`config.mk`:
```
export PLATFORM = sky130hd
export DESIGN_NAME = instr_sequencer
export DESIGN_NICKNAME = d
export VERILOG_FILES = /design/src/rtl/instr_sequencer_pkg.sv /design/src/rtl/instr_sequencer_prog_mem.sv /design/src/rtl/instr_sequencer.sv
export SDC_FILE = /design/constraint.sdc
export NUM_CORES = 1
export LEC_CHECK = 0
export CORE_UTILIZATION = 54
export CTS_CLUSTER_DIAMETER = 150
export DETAILED_ROUTE_END_ITERATION = 10
export PLACE_DENSITY_LB_ADDON = 0.12
export SYNTH_ARGS = -nofsm -noshare
export SYNTH_HDL_FRONTEND = slang
export SYNTH_SLANG_ARGS = --single-unit
```
`constraint.sdc`:
```
create_clock -name clk -period 3.8 [get_ports clk]
set_input_delay 0.38 -clock clk [delete_from_list [all_inputs] [get_ports clk]]
set_output_delay 0.38 -clock clk [all_outputs]
set_load 0.05 [all_outputs]
```
`src/rtl/instr_sequencer_pkg.sv`:
```
// Shared definitions for the instruction sequencer and the compute unit:
// opcode constants, sequencer state encoding and default sizing.
package instr_sequencer_pkg;

   localparam int WORD_W     = 16;
   localparam int BYTE_W     = 8;
   localparam int DEPTH_DEF  = 8;
   localparam int ADDR_W_DEF = 3;

   // Opcodes live in bits [15:12] of an instruction word.
   typedef enum logic [3:0] {
      OP_NOP  = 4'h0,
      OP_LOAD = 4'h1,
      OP_ADD  = 4'h2,
      OP_SUB  = 4'h3,
      OP_AND  = 4'h4,
      OP_OR   = 4'h5,
      OP_NOT  = 4'h6,
      OP_XOR  = 4'h7,
      OP_HALT = 4'hF
   } opcode_e;

   typedef enum logic [1:0] {
      ST_IDLE    = 2'd0,
      ST_LOAD_LO = 2'd1,
      ST_RUN     = 2'd2,
      ST_DONE    = 2'd3
   } seq_state_e;

   // Opcode field of an instruction word.
   function automatic logic [3:0] word_opcode(input logic [WORD_W-1:0] word);
      return word[WORD_W-1:WORD_W-4];
   endfunction

endpackage

```
`src/rtl/instr_sequencer_prog_mem.sv`:
```
// Program buffer: DEPTH x 16-bit register array, one synchronous write
// port and one combinational read port. Contents are not reset.
module seq_prog_mem
   import instr_sequencer_pkg::*;
#(
   parameter int DEPTH  = DEPTH_DEF,
   parameter int ADDR_W = ADDR_W_DEF
) (
   input  logic              clk,
   input  logic              we_i,
   input  logic [ADDR_W-1:0] waddr_i,
   input  logic [WORD_W-1:0] wdata_i,
   input  logic [ADDR_W-1:0] raddr_i,
   output logic [WORD_W-1:0] rdata_o
);

   logic [WORD_W-1:0] mem_q [DEPTH];

   // Store one packed instruction word when the write strobe is high.
   always_ff @(posedge clk) begin
      if (we_i) begin
         mem_q[waddr_i] <= wdata_i;
      end
   end

   assign rdata_o = mem_q[raddr_i];

endmodule

```
`src/rtl/instr_sequencer.sv`:
```
// Instruction sequencer: packs incoming byte pairs into 16-bit words,
// buffers them, and replays the buffered program one word per cycle on
// instruction/en when started. A HALT word ends a run without being issued.
module instr_sequencer
   import instr_sequencer_pkg::*;
#(
   parameter int          DEPTH   = DEPTH_DEF,
   parameter int          ADDR_W  = ADDR_W_DEF,
   parameter logic [3:0]  HALT_OP = OP_HALT
) (
   input  logic              clk,
   input  logic              rstn,
   input  logic              ena,
   input  logic [BYTE_W-1:0] byte_in,
   input  logic              byte_valid,
   input  logic              start,
   input  logic              clear,
   output logic [WORD_W-1:0] instruction,
   output logic              en,
   output logic              busy,
   output logic              done,
   output logic              overflow,
   output logic [ADDR_W:0]   count
);

   localparam logic [ADDR_W:0]   CNT_ZERO = (ADDR_W+1)'(0);
   localparam logic [ADDR_W:0]   CNT_ONE  = (ADDR_W+1)'(1);
   localparam logic [ADDR_W:0]   CNT_FULL = (ADDR_W+1)'(DEPTH);
   localparam logic [ADDR_W-1:0] PTR_ZERO = ADDR_W'(0);
   localparam logic [ADDR_W-1:0] PTR_ONE  = ADDR_W'(1);

   seq_state_e        state_q;
   logic [WORD_W-1:0] instruction_q;
   logic              en_q;
   logic              done_q;
   logic              overflow_q;
   logic [ADDR_W:0]   count_q;
   logic [ADDR_W-1:0] wr_ptr_q;
   logic [ADDR_W-1:0] rd_ptr_q;
   logic [BYTE_W-1:0] hi_byte_q;

   logic [WORD_W-1:0] rd_word_s;
   logic [WORD_W-1:0] mem_wdata_s;
   logic              mem_we_s;
   logic              buf_full_s;
   logic              last_word_s;
   logic              is_halt_s;

   seq_prog_mem #(
      .DEPTH  (DEPTH),
      .ADDR_W (ADDR_W)
   ) u_prog_mem (
      .clk     (clk),
      .we_i    (mem_we_s),
      .waddr_i (wr_ptr_q),
      .wdata_i (mem_wdata_s),
      .raddr_i (rd_ptr_q),
      .rdata_o (rd_word_s)
   );

   // Buffer status, run-termination flags and the program write strobe.
   always_comb begin
      buf_full_s  = (count_q == CNT_FULL);
      last_word_s = ({1'b0, rd_ptr_q} == (count_q - CNT_ONE));
      is_halt_s   = (word_opcode(rd_word_s) == HALT_OP);
      mem_wdata_s = {hi_byte_q, byte_in};
      if (ena && (state_q == ST_LOAD_LO) && byte_valid && !buf_full_s) begin
         mem_we_s = 1'b1;
      end else begin
         mem_we_s = 1'b0;
      end
   end

   // Sequencer FSM with registered outputs; everything holds while ena is low.
   always_ff @(posedge clk or negedge rstn) begin
      if (!rstn) begin
         state_q       <= ST_IDLE;
         instruction_q <= {WORD_W{1'b0}};
         en_q          <= 1'b0;
         done_q        <= 1'b0;
         overflow_q    <= 1'b0;
         count_q       <= CNT_ZERO;
         wr_ptr_q      <= PTR_ZERO;
         rd_ptr_q      <= PTR_ZERO;
         hi_byte_q     <= {BYTE_W{1'b0}};
      end else if (ena) begin
         done_q <= 1'b0;
         case (state_q)
            ST_IDLE: begin
               en_q <= 1'b0;
               if (clear) begin
                  count_q    <= CNT_ZERO;
                  wr_ptr_q   <= PTR_ZERO;
                  overflow_q <= 1'b0;
               end else if (start) begin
                  rd_ptr_q <= PTR_ZERO;
                  state_q  <= (count_q != CNT_ZERO) ? ST_RUN : ST_DONE;
               end else if (byte_valid) begin
                  hi_byte_q <= byte_in;
                  state_q   <= ST_LOAD_LO;
               end else begin
                  state_q <= ST_IDLE;
               end
            end
            ST_LOAD_LO: begin
               // Waits for the low byte; start and clear have no effect here.
               en_q <= 1'b0;
               if (byte_valid) begin
                  if (buf_full_s) begin
                     overflow_q <= 1'b1;
                  end else begin
                     wr_ptr_q <= wr_ptr_q + PTR_ONE;
                     count_q  <= count_q + CNT_ONE;
                  end
                  state_q <= ST_IDLE;
               end else begin
                  state_q <= ST_LOAD_LO;
               end
            end
            ST_RUN: begin
               if (is_halt_s) begin
                  // HALT is consumed, never forwarded; instruction keeps its value.
                  en_q    <= 1'b0;
                  state_q <= ST_DONE;
               end else begin
                  instruction_q <= rd_word_s;
                  en_q          <= 1'b1;
                  rd_ptr_q      <= rd_ptr_q + PTR_ONE;
                  state_q       <= last_word_s ? ST_DONE : ST_RUN;
               end
            end
            ST_DONE: begin
               en_q     <= 1'b0;
               done_q   <= 1'b1;
               rd_ptr_q <= PTR_ZERO;
               state_q  <= ST_IDLE;
            end
            default: begin
               en_q    <= 1'b0;
               state_q <= ST_IDLE;
            end
         endcase
      end else begin
         state_q <= state_q;
      end
   end

   assign instruction = instruction_q;
   assign en          = en_q;
   assign done        = done_q;
   assign overflow    = overflow_q;
   assign count       = count_q;
   assign busy        = (state_q != ST_IDLE);

endmodule

```
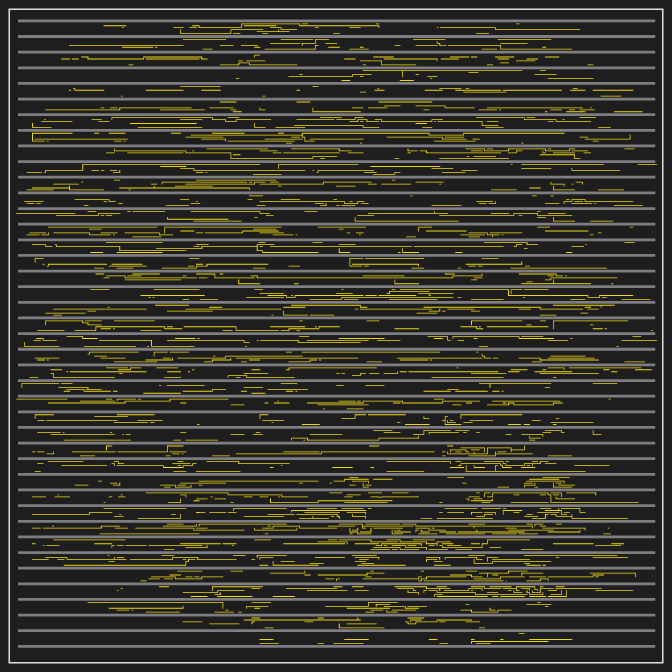
*The metal 1 layer*
Supply wires on this layer in grey.
The longest straight run is 34.0 um. The wires run mostly horizontal. The layer holds 44% of the routed length.

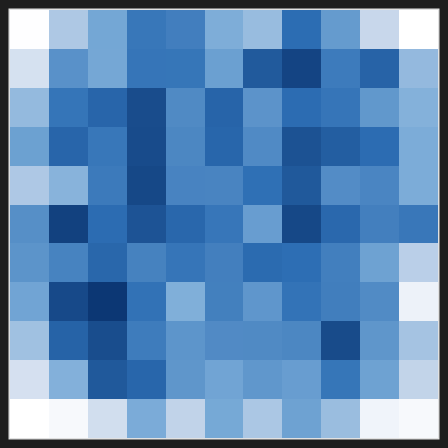
*Placement density heat map*
The die is cut into 11 by 11 equal tiles; white is low, dark blue is high, 0 to 100% covered.
The mean over all tiles is 60%. The fullest tile reaches 97%. 26% of the tiles are over 75% full. 2.5% of the tiles are nearly empty.

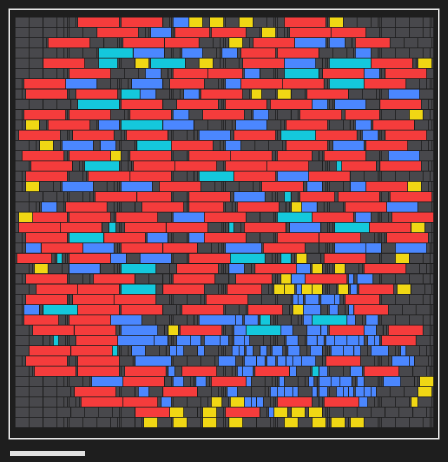
*Placed cells, one colour a class*
Bar = 20 um. Fill, decap, tap and diode cells in grey.
Key: all other logic = blue [cells 166, share of their area 23%]; other buffers and delay cells = yellow [cells 52, share of their area 6.2%]; clock drivers and dummy loads = cyan [cells 32, share of their area 7.7%]; flops = red [cells 167, share of their area 63%]

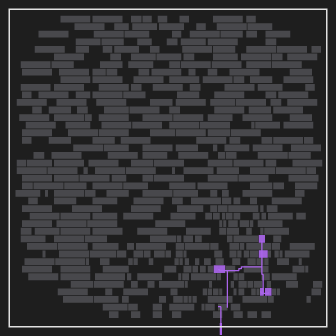
*I/O nets highlighted*
Key: byte_valid = purple [bits 1, direction input, edge bottom, end cells 6, wire 61.1 um]

==> out/qor_table.md <==
| Metric | Reported |
|---|---|
| Routed via count | 3399 |
| Quantity of I/O buffers inserted on ports | 37 |
| Final hold violation count | 0 |
| Flop area | 4821 sq um |
| Combinational share of power | 27.3% |
| Global-route wire length before repair | 20320 um |
| Worst Setup End Kind | flip-flop |
| Most common cell after layout, fill and taps aside | sky130_fd_sc_hd__edfxtp_1 |
| Synthesized cell area | 6703 sq um |
| Overall power after layout | 5.898 mW |
| Register-to-register path setup slack | 0.98 ns |
| Post CTS Setup Buffer Count | 0 |
| Endpoint of the worst register-to-register path | instruction[4]$_DFFE_PN0P_ |
| Total count of max-transition violations in the final report | 0 |
| Net switching component of the power | 1.807 mW |
| Actual slew at the worst max-slew pin | 1.003 ns |
| Global-route usage over all layers | 21.95% |
| Number of nets at floorplan | 367 |
| Share of layout cells above drive strength 1 | 26.38% |
| Flip-flops with a built-in enable | 128 |
| Post-synthesis xor/xnor area fraction | 0.7840% |
| Floorplan die width | 113.4 um |
| Net total in the final layout | 422 |
| Clock network fraction of design power | 29.0% |
| Most frequently placed logic cells in the final layout | 128 x sky130_fd_sc_hd__edfxtp_1, 38 x sky130_fd_sc_hd__dfrtp_1, 36 x sky130_fd_sc_hd__clkdlybuf4s50_1 |
| Startpoint of the worst setup timing path | rd_ptr_q[0]$_DFFE_PN0P_ |
| I/O pin count | 38 |
| Flop pwr share | 43.7% |
| Pin count of the biggest net entering global routing | 40 |
| Post-CTS Hold Buffers | 0 |
| Class of the tightest hold or removal check | in -> async |
| Drt wl/cell | 21.47 um |
| Clock transition at the registers of the reported paths | 0.06 ns |
| Result of the run | finished clean |
| Dominant flop cell | sky130_fd_sc_hd__edfxtp_1 |
| Synth area leader | sky130_fd_sc_hd__edfxtp_1 |
| Simple-gate area share of the yosys netlist | 4.181% |
| Critical Path RT | 4.10 ns |
| CTS-repair resized insts | 0 |
| Clock tree from TritonCTS | done |
| Antenna fix cells | 0 |
| Power density cells | 747.0 nW/um^2 |
| Max Cap Viol | 0 |
| CP Data Arrival Time | 3.11 ns |
| DRT antenna net count | 0 |
| Maximum clock skew at final layout | 0.007855 ns |
| Unrepaired setup endpoints after global routing | false |
| Synth warn | 0 |
| Area added between synthesis and finish | 17.81% |
| Sw Share | 30.64% |
| Stage-log warning count | 27 |
| Proportion of register bits with asynchronous set or reset after synthesis | 23.35% |
| Number of register bits inferred by synthesis | 167 |
| Setup Crit Path Kind | reg -> reg |
| R2r startpoint | rd_ptr_q[0]$_DFFE_PN0P_ |
| Total die area | 12860 sq um |
| FP Core Util | 55.57% |
| Cell Int Power | 4.091 mW |
| Worst R2R Path Depth | 5 |
| Worst relative slew slack | 33.16% |
| Final worst path period need | 2.819 ns |
| Multiplexer area fraction after synthesis | 17.40% |
| Main logic family | multiplexers |
| Logic cell area | 1769 sq um |
| Compound Share, Synth | 2.893% |
| Category of the worst setup path launch point | flip-flop |
| Total negative slack | 0 ns |
## Yosys cell counts, types with 5 or more instances
cell and instances:
sky130_fd_sc_hd__o21ai_0 5, sky130_fd_sc_hd__mux4_1 5, sky130_fd_sc_hd__xor2_1 5, sky130_fd_sc_hd__nor2_1 7
sky130_fd_sc_hd__a31oi_1 5, sky130_fd_sc_hd__inv_1 7, sky130_fd_sc_hd__nor3_1 6, sky130_fd_sc_hd__dfrtp_1 39
sky130_fd_sc_hd__mux4_2 27, sky130_fd_sc_hd__clkbuf_1 6, sky130_fd_sc_hd__edfxtp_1 128, sky130_fd_sc_hd__nand2_1 9
sky130_fd_sc_hd__nand3_1 11, sky130_fd_sc_hd__mux2_2 29
## per-layer routing
metal	GRT usage, %	vias to the layer above	share of wire (%)
met1	31.35	1785	44
met3	5.260	11	5.0
met2	33.99	95	50
li1	-	1508	-
met5	0	-	0
met4	6.930	0	0.80
## cells by family (layout without fill, tap and decap cells)
group                      Yosys count  in the layout
adders and majority gates            4              4
xor gates and xnor gates             6              6
AOI/OAI and AO/OA                   29             29
muxes                               69             69
buffers and inverters               23             91
and+or+nand+nor                     51             51
DFF                                167            167
## flip-flops by register name, indices dropped and copies added, names as in the netlist
signal,count
u_prog_mem.mem_q,128
instruction,16
hi_byte_q,8
count,4
rd_ptr_q,3
wr_ptr_q,3
state_q,2
done,1
en,1
overflow,1
## power groups by stage
stage,registers [mW],logic [mW],clock network [mW]
2_1_floorplan,2.83,0.938,0
3_5_place_dp,2.62,1.62,0
3_3_place_gp,2.61,1.61,0
4_1_cts,2.59,1.63,1.74
5_1_grt,2.63,1.71,1.81
6_report,2.58,1.61,1.71
## worst max-delay path by stage
| stage | end | slack [ns] | cells past startpoint |
|---|---|---|---|
| 2_1_floorplan | u_prog_mem.mem_q[0][0]$_DFFE_PP_ | 0.41 | 5 |
| 3_3_place_gp | u_prog_mem.mem_q[6][4]$_DFFE_PP_ | 0.98 | 7 |
| 3_5_place_dp | u_prog_mem.mem_q[4][4]$_DFFE_PP_ | 0.91 | 7 |
| 4_1_cts | instruction[4]$_DFFE_PN0P_ | 0.93 | 5 |
| 5_1_grt | instruction[1]$_DFFE_PN0P_ | 0.83 | 5 |
| 6_report | instruction[4]$_DFFE_PN0P_ | 0.98 | 5 |
## metrics by stage
step	cell area (sq um)	utilization, %	hold WS, ns	setup WS [ns]	instances
after floorplan	6703	-	0.08441	0.4086	349
final	7896	65.47	0.1365	0.9808	585
after CTS	7896	65.47	0.1534	0.9341	585
after detailed placement	7305	60.56	0.4804	0.9055	553
after global routing	7896	65.47	0.2122	0.8322	585
after global placement	7305	60.56	0.4740	0.9760	553
## worst max-delay path, cell delays in order (launching register included)
cell and delay (ns):
sky130_fd_sc_hd__dfrtp_2 0.74, sky130_fd_sc_hd__mux4_1 0.64, sky130_fd_sc_hd__mux2i_1 0.23, sky130_fd_sc_hd__or4_1 0.26, sky130_fd_sc_hd__and3_4 0.44, sky130_fd_sc_hd__mux2_2 0.38
## layout make-up
class	count	area share (%)
multi-input cells	159	22.41
well taps	168	2.662
clock buffers	22	5.879
clock inverters	10	1.616
repair buffers	52	6.053
flip-flops and latches	167	61.05
inverters	7	0.3328
Power figures rest on the tool's default switching activity, not on a simulated workload.
